Figure 1. Register map, names as in the netlist.
Drawn at 8 px/micron. Other sequential cells in the stronger gray, the rest of the logic in the fainter gray.
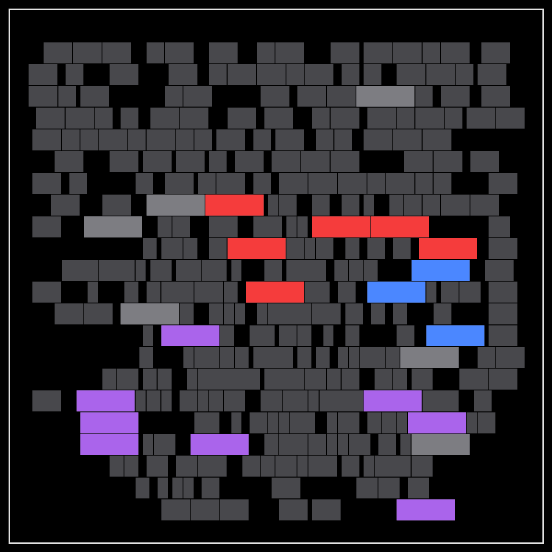
Figure 2. Metal 3.
Drawn at 6 px/micron.
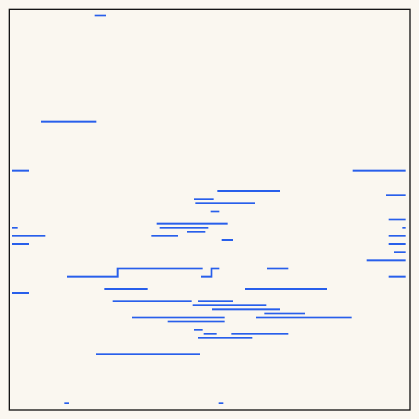
<file path="src/rtl/pe_pkg.sv">
// Shared types and constants for the PE data-memory sequencer.
package pe_pkg;
    localparam int         DM_ADDR_WIDTH = 8;
    localparam int         INST_WIDTH    = 32;
    localparam logic [2:0] OP_MAX        = 3'b111;

    typedef enum logic [1:0] {
        CMD_LOAD      = 2'b00,
        CMD_SHIFT_IN  = 2'b01,
        CMD_EXEC      = 2'b10,
        CMD_SHIFT_OUT = 2'b11
    } cmd_e;

    typedef enum logic [2:0] {
        ST_IDLE, ST_LOAD, ST_SHIFT_IN, ST_EXEC, ST_DRAIN, ST_SHIFT_OUT, ST_FLUSH
    } state_e;

    typedef logic [DM_ADDR_WIDTH-1:0] len_t;

    // Remaining-count decrement that sticks at zero.
    function automatic len_t dec_sat(len_t v);
        return (v == '0) ? '0 : v - len_t'(1);
    endfunction
endpackage

</file>
<file path="src/rtl/dm_seq_ctrl_if.sv">
// Host command/data handshakes plus the data-memory strobe bundle.
interface dm_seq_ctrl_if #(
    parameter int INST_WIDTH = pe_pkg::INST_WIDTH
);
    pe_pkg::cmd_e          cmd;
    pe_pkg::len_t          cmd_len;
    logic                  cmd_valid, cmd_ready;
    logic                  in_valid, in_ready;
    logic                  tx_valid, tx_ready;
    logic [INST_WIDTH-1:0] inst_in, dm_inst;
    logic                  inst_valid, inst_ready;
    logic                  dm_wea, dm_web, dm_wec, dm_wed, dm_rea, dm_rec;
    logic                  out_valid, busy, done, err;

    modport master (
        output cmd, cmd_len, cmd_valid, in_valid, tx_valid, inst_in, inst_valid,
        input  cmd_ready, in_ready, tx_ready, inst_ready, dm_inst,
               dm_wea, dm_web, dm_wec, dm_wed, dm_rea, dm_rec, out_valid, busy, done, err
    );

    modport slave (
        input  cmd, cmd_len, cmd_valid, in_valid, tx_valid, inst_in, inst_valid,
        output cmd_ready, in_ready, tx_ready, inst_ready, dm_inst,
               dm_wea, dm_web, dm_wec, dm_wed, dm_rea, dm_rec, out_valid, busy, done, err
    );
endinterface

</file>
<file path="src/rtl/wb_delay_line.sv">
// Fixed-depth 1-bit strobe delay. empty is high when no set bit sits behind the
// output stage, i.e. the current output (if any) is the last one pending.
module wb_delay_line #(
    parameter int DEPTH = 6
) (
    input  logic clk,
    input  logic rst,
    input  logic din,
    output logic dout,
    output logic empty
);
    logic [DEPTH-1:0] sr_q, sr_d;

    if (DEPTH == 1) begin : g_d1
        always_comb begin
            sr_d  = din;
            empty = 1'b1;
        end
    end else begin : g_dn
        always_comb begin
            sr_d  = {sr_q[DEPTH-2:0], din};
            empty = (sr_q[DEPTH-2:0] == '0);
        end
    end

    always_ff @(posedge clk) begin
        if (rst) sr_q <= '0;
        else     sr_q <= sr_d;
    end

    assign dout = sr_q[DEPTH-1];
endmodule

</file>
<file path="src/rtl/dm_seq_ctrl.sv">
// Turns host commands into data-memory strobe sequences and arbitrates the
// shared write-data bus between burst writes and TX beats.
module dm_seq_ctrl #(
    parameter int WB_LAT     = 6,
    parameter int RD_LAT     = 3,
    parameter int INST_WIDTH = pe_pkg::INST_WIDTH
) (
    input  logic         clk,
    input  logic         rst,
    dm_seq_ctrl_if.slave bus
);
    import pe_pkg::*;

    state_e state_q, state_d;
    len_t   rem_q, rem_d;
    logic   done_q, done_d, err_q, err_d, wec_q, wec_d;

    logic                  cmd_rdy, tx_rdy, in_rdy, inst_rdy;
    logic                  wea, web, wec, rea, rec;
    logic                  wb_out, wb_empty, rd_out, rd_empty;
    logic [INST_WIDTH-1:0] dm_inst_c;

    always_ff @(posedge clk) begin
        if (rst) begin
            state_q <= ST_IDLE;
            rem_q   <= '0;
            done_q  <= 1'b0;
            err_q   <= 1'b0;
            wec_q   <= 1'b0;
        end else begin
            state_q <= state_d;
            rem_q   <= rem_d;
            done_q  <= done_d;
            err_q   <= err_d;
            wec_q   <= wec_d;
        end
    end

    always_comb begin
        state_d   = state_q;
        rem_d     = rem_q;
        done_d    = 1'b0;
        err_d     = err_q;
        in_rdy    = 1'b0;
        inst_rdy  = 1'b0;
        wea       = 1'b0;
        web       = 1'b0;
        rea       = 1'b0;
        rec       = 1'b0;
        dm_inst_c = '0;
        // Bursts own the write-data bus; a TX beat also masks cmd_ready for
        // one extra cycle so a TX burst is never split by a new command.
        tx_rdy  = ~rst & (state_q inside {ST_IDLE, ST_EXEC, ST_DRAIN, ST_SHIFT_OUT});
        wec     = tx_rdy & bus.tx_valid;
        cmd_rdy = ~rst & (state_q == ST_IDLE) & ~wec & ~wec_q;

        case (state_q)
            ST_IDLE: begin
                if (bus.cmd_valid && cmd_rdy) begin
                    rem_d = bus.cmd_len;
                    if (bus.cmd_len == '0) begin
                        done_d = 1'b1;
                    end else begin
                        case (bus.cmd)
                            CMD_LOAD:      state_d = ST_LOAD;
                            CMD_SHIFT_IN:  state_d = ST_SHIFT_IN;
                            CMD_EXEC:      state_d = ST_EXEC;
                            CMD_SHIFT_OUT: state_d = ST_SHIFT_OUT;
                            default:       state_d = ST_IDLE;
                        endcase
                    end
                end
            end
            ST_LOAD, ST_SHIFT_IN: begin
                in_rdy = 1'b1;
                if (bus.in_valid) begin
                    wea   = (state_q == ST_LOAD);
                    web   = (state_q == ST_SHIFT_IN);
                    rem_d = dec_sat(rem_q);
                    if (rem_q == len_t'(1)) begin
                        state_d = ST_IDLE;
                        done_d  = 1'b1;
                    end
                end else begin
                    // Memory write address restarts on a gap: abort the burst.
                    err_d   = 1'b1;
                    state_d = ST_IDLE;
                    done_d  = 1'b1;
                end
            end
            ST_EXEC: begin
                inst_rdy = 1'b1;
                if (bus.inst_valid) begin
                    rea       = 1'b1;
                    dm_inst_c = bus.inst_in;
                    rem_d     = dec_sat(rem_q);
                    if (rem_q == len_t'(1)) state_d = ST_DRAIN;
                end
            end
            ST_DRAIN: begin
                if (wb_empty) begin
                    state_d = ST_IDLE;
                    done_d  = 1'b1;
                end
            end
            ST_SHIFT_OUT: begin
                rec   = 1'b1;
                rem_d = dec_sat(rem_q);
                if (rem_q == len_t'(1)) state_d = ST_FLUSH;
            end
            ST_FLUSH: begin
                if (rd_empty) begin
                    state_d = ST_IDLE;
                    done_d  = 1'b1;
                end
            end
            default: state_d = ST_IDLE;
        endcase

        if (rst) begin
            in_rdy    = 1'b0;
            inst_rdy  = 1'b0;
            wea       = 1'b0;
            web       = 1'b0;
            rea       = 1'b0;
            rec       = 1'b0;
            dm_inst_c = '0;
        end
        wec_d = wec;
    end

    wb_delay_line #(.DEPTH(WB_LAT)) u_wb_dl (
        .clk(clk), .rst(rst), .din(rea), .dout(wb_out), .empty(wb_empty)
    );

    wb_delay_line #(.DEPTH(RD_LAT)) u_rd_dl (
        .clk(clk), .rst(rst), .din(rec), .dout(rd_out), .empty(rd_empty)
    );

    assign bus.cmd_ready  = cmd_rdy;
    assign bus.in_ready   = in_rdy;
    assign bus.tx_ready   = tx_rdy;
    assign bus.inst_ready = inst_rdy;
    assign bus.dm_inst    = dm_inst_c;
    assign bus.dm_wea     = wea;
    assign bus.dm_web     = web;
    assign bus.dm_wec     = wec;
    assign bus.dm_rea     = rea;
    assign bus.dm_rec     = rec;
    assign bus.dm_wed     = wb_out & ~rst & (state_q inside {ST_EXEC, ST_DRAIN});
    assign bus.out_valid  = rd_out & ~rst;
    assign bus.busy       = ~rst & (state_q != ST_IDLE);
    assign bus.done       = done_q & ~rst;
    assign bus.err        = err_q & ~rst;
endmodule
</file>
<file path="src/flat_wrapper.sv">
// flat-port wrapper written by rule: the top's interface ports become plain ports
module dm_seq_ctrl_flat import pe_pkg::*;
#(
    parameter int WB_LAT     = 6,
    parameter int RD_LAT     = 3,
    parameter int INST_WIDTH = pe_pkg::INST_WIDTH
)
  (clk, rst, bus_cmd, bus_cmd_len, bus_cmd_valid, bus_in_valid, bus_tx_valid, bus_inst_in, bus_inst_valid, bus_cmd_ready, bus_in_ready, bus_tx_ready, bus_inst_ready, bus_dm_inst, bus_dm_wea, bus_dm_web, bus_dm_wec, bus_dm_wed, bus_dm_rea, bus_dm_rec, bus_out_valid, bus_busy, bus_done, bus_err);
  dm_seq_ctrl_if #(.INST_WIDTH(INST_WIDTH)) bus_i ();
  input  logic clk;
  input  logic rst;
  input wire logic [$bits(bus_i.cmd)-1:0] bus_cmd;
  input wire logic [$bits(bus_i.cmd_len)-1:0] bus_cmd_len;
  input wire logic [$bits(bus_i.cmd_valid)-1:0] bus_cmd_valid;
  input wire logic [$bits(bus_i.in_valid)-1:0] bus_in_valid;
  input wire logic [$bits(bus_i.tx_valid)-1:0] bus_tx_valid;
  input wire logic [$bits(bus_i.inst_in)-1:0] bus_inst_in;
  input wire logic [$bits(bus_i.inst_valid)-1:0] bus_inst_valid;
  output wire logic [$bits(bus_i.cmd_ready)-1:0] bus_cmd_ready;
  output wire logic [$bits(bus_i.in_ready)-1:0] bus_in_ready;
  output wire logic [$bits(bus_i.tx_ready)-1:0] bus_tx_ready;
  output wire logic [$bits(bus_i.inst_ready)-1:0] bus_inst_ready;
  output wire logic [$bits(bus_i.dm_inst)-1:0] bus_dm_inst;
  output wire logic [$bits(bus_i.dm_wea)-1:0] bus_dm_wea;
  output wire logic [$bits(bus_i.dm_web)-1:0] bus_dm_web;
  output wire logic [$bits(bus_i.dm_wec)-1:0] bus_dm_wec;
  output wire logic [$bits(bus_i.dm_wed)-1:0] bus_dm_wed;
  output wire logic [$bits(bus_i.dm_rea)-1:0] bus_dm_rea;
  output wire logic [$bits(bus_i.dm_rec)-1:0] bus_dm_rec;
  output wire logic [$bits(bus_i.out_valid)-1:0] bus_out_valid;
  output wire logic [$bits(bus_i.busy)-1:0] bus_busy;
  output wire logic [$bits(bus_i.done)-1:0] bus_done;
  output wire logic [$bits(bus_i.err)-1:0] bus_err;
  assign bus_i.cmd = bus_cmd;
  assign bus_i.cmd_len = bus_cmd_len;
  assign bus_i.cmd_valid = bus_cmd_valid;
  assign bus_i.in_valid = bus_in_valid;
  assign bus_i.tx_valid = bus_tx_valid;
  assign bus_i.inst_in = bus_inst_in;
  assign bus_i.inst_valid = bus_inst_valid;
  assign bus_cmd_ready = bus_i.cmd_ready;
  assign bus_in_ready = bus_i.in_ready;
  assign bus_tx_ready = bus_i.tx_ready;
  assign bus_inst_ready = bus_i.inst_ready;
  assign bus_dm_inst = bus_i.dm_inst;
  assign bus_dm_wea = bus_i.dm_wea;
  assign bus_dm_web = bus_i.dm_web;
  assign bus_dm_wec = bus_i.dm_wec;
  assign bus_dm_wed = bus_i.dm_wed;
  assign bus_dm_rea = bus_i.dm_rea;
  assign bus_dm_rec = bus_i.dm_rec;
  assign bus_out_valid = bus_i.out_valid;
  assign bus_busy = bus_i.busy;
  assign bus_done = bus_i.done;
  assign bus_err = bus_i.err;
  dm_seq_ctrl #(.WB_LAT(WB_LAT), .RD_LAT(RD_LAT), .INST_WIDTH(INST_WIDTH)) u_core (.clk(clk), .rst(rst), .bus(bus_i));
endmodule
</file>
<file path="config.mk">
export PLATFORM = sky130hd
export DESIGN_NAME = dm_seq_ctrl_flat
export DESIGN_NICKNAME = d
export VERILOG_FILES = /design/src/rtl/pe_pkg.sv /design/src/rtl/dm_seq_ctrl_if.sv /design/src/rtl/wb_delay_line.sv /design/src/rtl/dm_seq_ctrl.sv /design/src/flat_wrapper.sv
export SDC_FILE = /design/constraint.sdc
export NUM_CORES = 1
export LEC_CHECK = 0
export CAP_MARGIN = 25
export CORE_MARGIN = 2
export CORE_UTILIZATION = 41
export DETAILED_ROUTE_END_ITERATION = 7
export PLACE_DENSITY = 0.9
export SYNTH_ARGS = -nofsm -noshare
export SYNTH_HDL_FRONTEND = slang
export SYNTH_SLANG_ARGS = --single-unit
</file>
<file path="constraint.sdc">
create_clock -name clk -period 5.47 [get_ports clk]
set_clock_uncertainty 0.05 [all_clocks]
set_input_delay 0.8205 -clock clk [delete_from_list [all_inputs] [get_ports clk]]
set_output_delay 0.8205 -clock clk [all_outputs]
set_load 0.005 [all_outputs]
</file>
==> impl_metrics.toml <==
# yosys + openroad results
[worst_setup_path]
crit_chain = "clkdlybuf4s50_1 > buf_4 > nor2_1 > and3_1 > and3_1 > clkdlybuf4s50_1"
critPathKind = "input pin to primary output"
crit_buf_inv = 3
rr_startpoint = "u_core.state_q[0]"

[logic_synthesis]
top_area_frac = 0.287
edf_count = 0
synthSimpleGateAreaFrac = 0.396
ff_type = "dfxtp_1"
synthTopCellsByArea = "dfxtp_1, and3_1, a21oi_1, nor2b_1, nor2_1"

[final_timing]
worst_pin_slew_ns = 0.992
finalCriticalPeriod_ns = 4.05

[grt]
antenna_found_initial = 0
track_usage = 0.234
grt_overflow = 0
grt_busiest_layer = "met2"

[cts]
htreeDepth = 1
cts-resized-gates = 0
cts_buffers = 3

[finish]
buffers = 94
lay_top_cells = "clkdlybuf4s50_1, and3_1, dfxtp_1"
final_common_cell = "clkdlybuf4s50_1"
logic_gate_count = 167
comb_share = 0.405
top_register = "u_core.rem_q"
fin_nets = 349

[floorplan]
die_w_microns = 66.6
ios = 94

[drt]
dr.pass1.iters = 4
ant_nets = 0

[outcome]
status = "complete, no violations"

[worst_hold_path]
hp-class = "register to register"

[power_and_ir_drop]
cellLeakagePower_nw = 1.07
p_comb_mw = 0.253
power.internal_mw = 0.360

[flow_run]
max_cap_viol_count = 0
Notes on Figure 1 above:
u_core.rem_q: marked purple, flops 8. u_core.u_rd_dl.sr_q: marked blue, flops 3. u_core.u_wb_dl.sr_q: marked red, flops 6, where center.
Another 6 sequential cells are not colored.
Seq. pwr: 0.216 mW
sequential share of cell area: 0.178

Notes on Figure 2 above:
The longest straight run is 17.0 microns. 36 nets have wire on it. The layer holds 5.4% of the routed length. The wires run mostly horizontal.

Power is estimated from default activity; no workload was simulated.
